Drive-strength map:
Bar = 50 um.
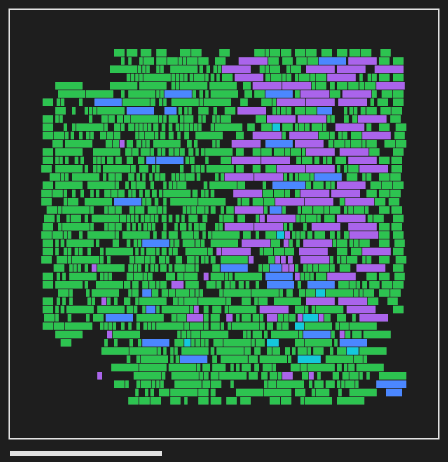
Placed standard cells:
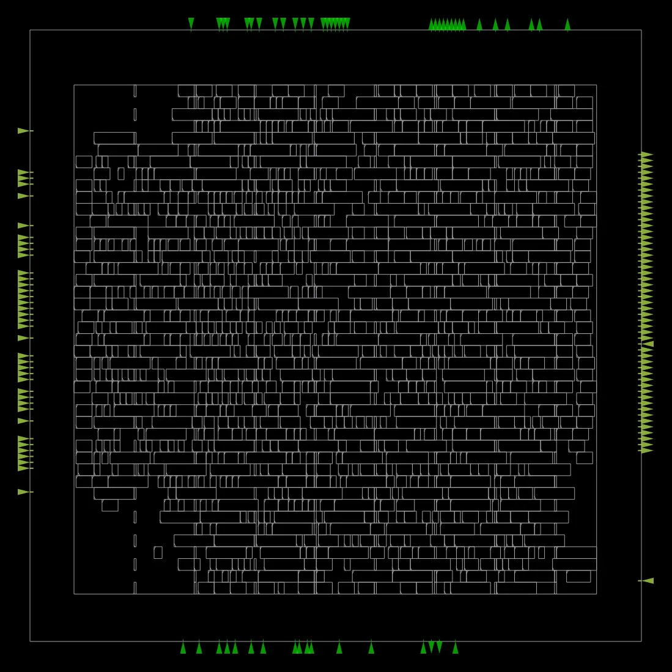
Wiring heat map:
The die is cut into 28 by 28 equal tiles; dark blue is low, red is high, scaled to the fullest tile. Values are wire area over tile area, all layers added.
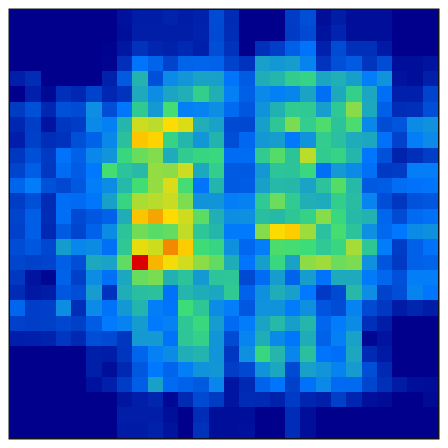
Design sseg_scroll_sched, sky130hd; sources not shown.
==> flow_summary.yaml <==
# synthesis and place-and-route metrics
routing:
  dr_wl_met2_um: 11100
  first_iter_violations: 813
  detail-route-antenna-nets: 0
  vias_per_cell: 5.91
  drt_drc_violations_left: 0
global_route:
  grt_busiest_layer: "met2"
  grt_use_met3_pct: 7.10
  gr-total-overflow: 0
  wire_length_of_the_first_global_routing_pass_um: 38400
  first_global_vias: 7412
  grt_start_max_net_pins: 86
  use_met1_pct: 29.8
layout:
  antennaDiodeCount: 0
  area.sequential_um2: 4260
  area.share.sequential_pct: 39.9
  comb_cells: 696
  fillers: 960
  area_dominant_class: "flip-flops and latches"
  multi_input_comb_area_um2: 3850
  layout.clock_buffers: 21
  comb_area_share_pct: 36.1
  finalNonFillerCells: 1288
  area_share_clock_buf_inv_pct: 5.61
  layout_top_cell: "nand2_1"
cts:
  tritoncts: "done"
  htreeDepth: 4
  post_cts.resized_instances: 0
  cts-buffers-inserted: 17
  cts_hold_repair.buffers: 0
  clk_transition_reported_paths_ns: 0.06
  clkLatencyLatePin_ns: 0.44
  clkSinkCount: 167
worst_setup_path:
  critical-path-top-delay-family: "buffers and inverters"
  critical_path_class: "reg -> reg"
  worst_reg_to_reg_path_cell_count: 12
  critical_path_required_ns: 5.00
  r2r_slack_ns: 1.06
  cp_slowest_cell: "fa_1"
  cp-start-kind: "flip-flop"
  critical_path.cell_chain: "buf_2, buf_1, inv_1, ha_1, fa_1, nand2b_1, clkbuf_1, a21oi_1, a221oi_1, o21ai_0, nand3_1, o21a_1"
  critical_path_buf_inv_count: 4
  crit_fanout: 10
power_and_ir_drop:
  power_density_nw_per_um2: 380
  power-top-group: "registers"
  seq-power_mw: 1.70
  powerComb_mw: 0.984
  power_frac_comb_pct: 24.2
  p_leak_nw: 4.64
  pwr.group.clock_mw: 1.38
  p_int_mw: 2.74
  switching_power_mw: 1.32
synthesis:
  syn_nets: 1018
  asyncSetResetFlopFracSynth_pct: 100
  post_synth_main_area_contributors: "dfrtp_1, dfstp_2, nand2_1"
  synth.top_cell.area_share_pct: 30.6
  share_of_synthesized_area_spent_on_multiplexers_pct: 6.08
  yosysWarnings: 0
  synth_simple_gate_area_share_pct: 22.5
  ys_sh_xor_pct: 2.91
  synth_seq_share_pct: 50.6
  ys_top_logic_family: "simple AND/OR/NAND/NOR gates"
  synth_flops: 167
  synthMostInstantiatedCell: "nand2_1"
  post_synthesis_average_cell_area_um2: 9.00
  post_synth_fa_ha_maj_area_fraction_pct: 1.43
  post_synthesis_instance_area_um2: 8420
final_timing:
  fin_setup_tns_ns: 0
  setup_viol: 0
  achievable-frequency_mhz: 266
  final_max_slew_viol_count: 0
  rsz0062_at_grt: "false"
  finalHoldViolCount: 0
  worst_pin_slew_ns: 0.886
  worst_relative_slew_slack_pct: 40.9
  post_route_clock_period_utilization_pct: 78.0
placement:
  buffer_ports.inserted: 139
  place_inst: 1256
  placed_area_um2: 10100
  hpwlAfterDp_um: 17200
floorplan:
  floorplan.rows: 43
  top_level_ports: 141
  die.size.y_um: 140
  fp_util_pct: 59.9
flow_run:
  openroad.warnings: 27
  maxCapViolCount: 0
min_path:
  type_of_the_most_critical_hold_path: "in -> async"
run_status:
  status: "finished, final reports clean"
-- 'drive-strength map' (at the start) --
x6 and larger -> blue  # cells 29, share 2.6%
x1 and smaller -> green  # cells 979, share 88%
x3 and x4 -> cyan  # cells 9, share 0.81%
x2 -> purple  # cells 91, share 8.2%
Area growth, synth to finish: 26.8%
final instance area: 10700 um2

-- 'placed standard cells' (at the start) --
Seq cells: 167
Core Area: 14000 um2

-- 'wiring heat map' (at the start) --
mean over tiles = 0.21
nearly empty tiles = 16%
fullest tile = 0.90
densest ninth of the die = centre
tiles over half the peak = 8.4%
sum of routed wire length over all layers: 23900 um
Total Routing Usage GR: 24.0%
vias post-DR: 7613
routed len/inst: 18.5 um

No activity file was given, so power comes from the tool's default toggle rates.
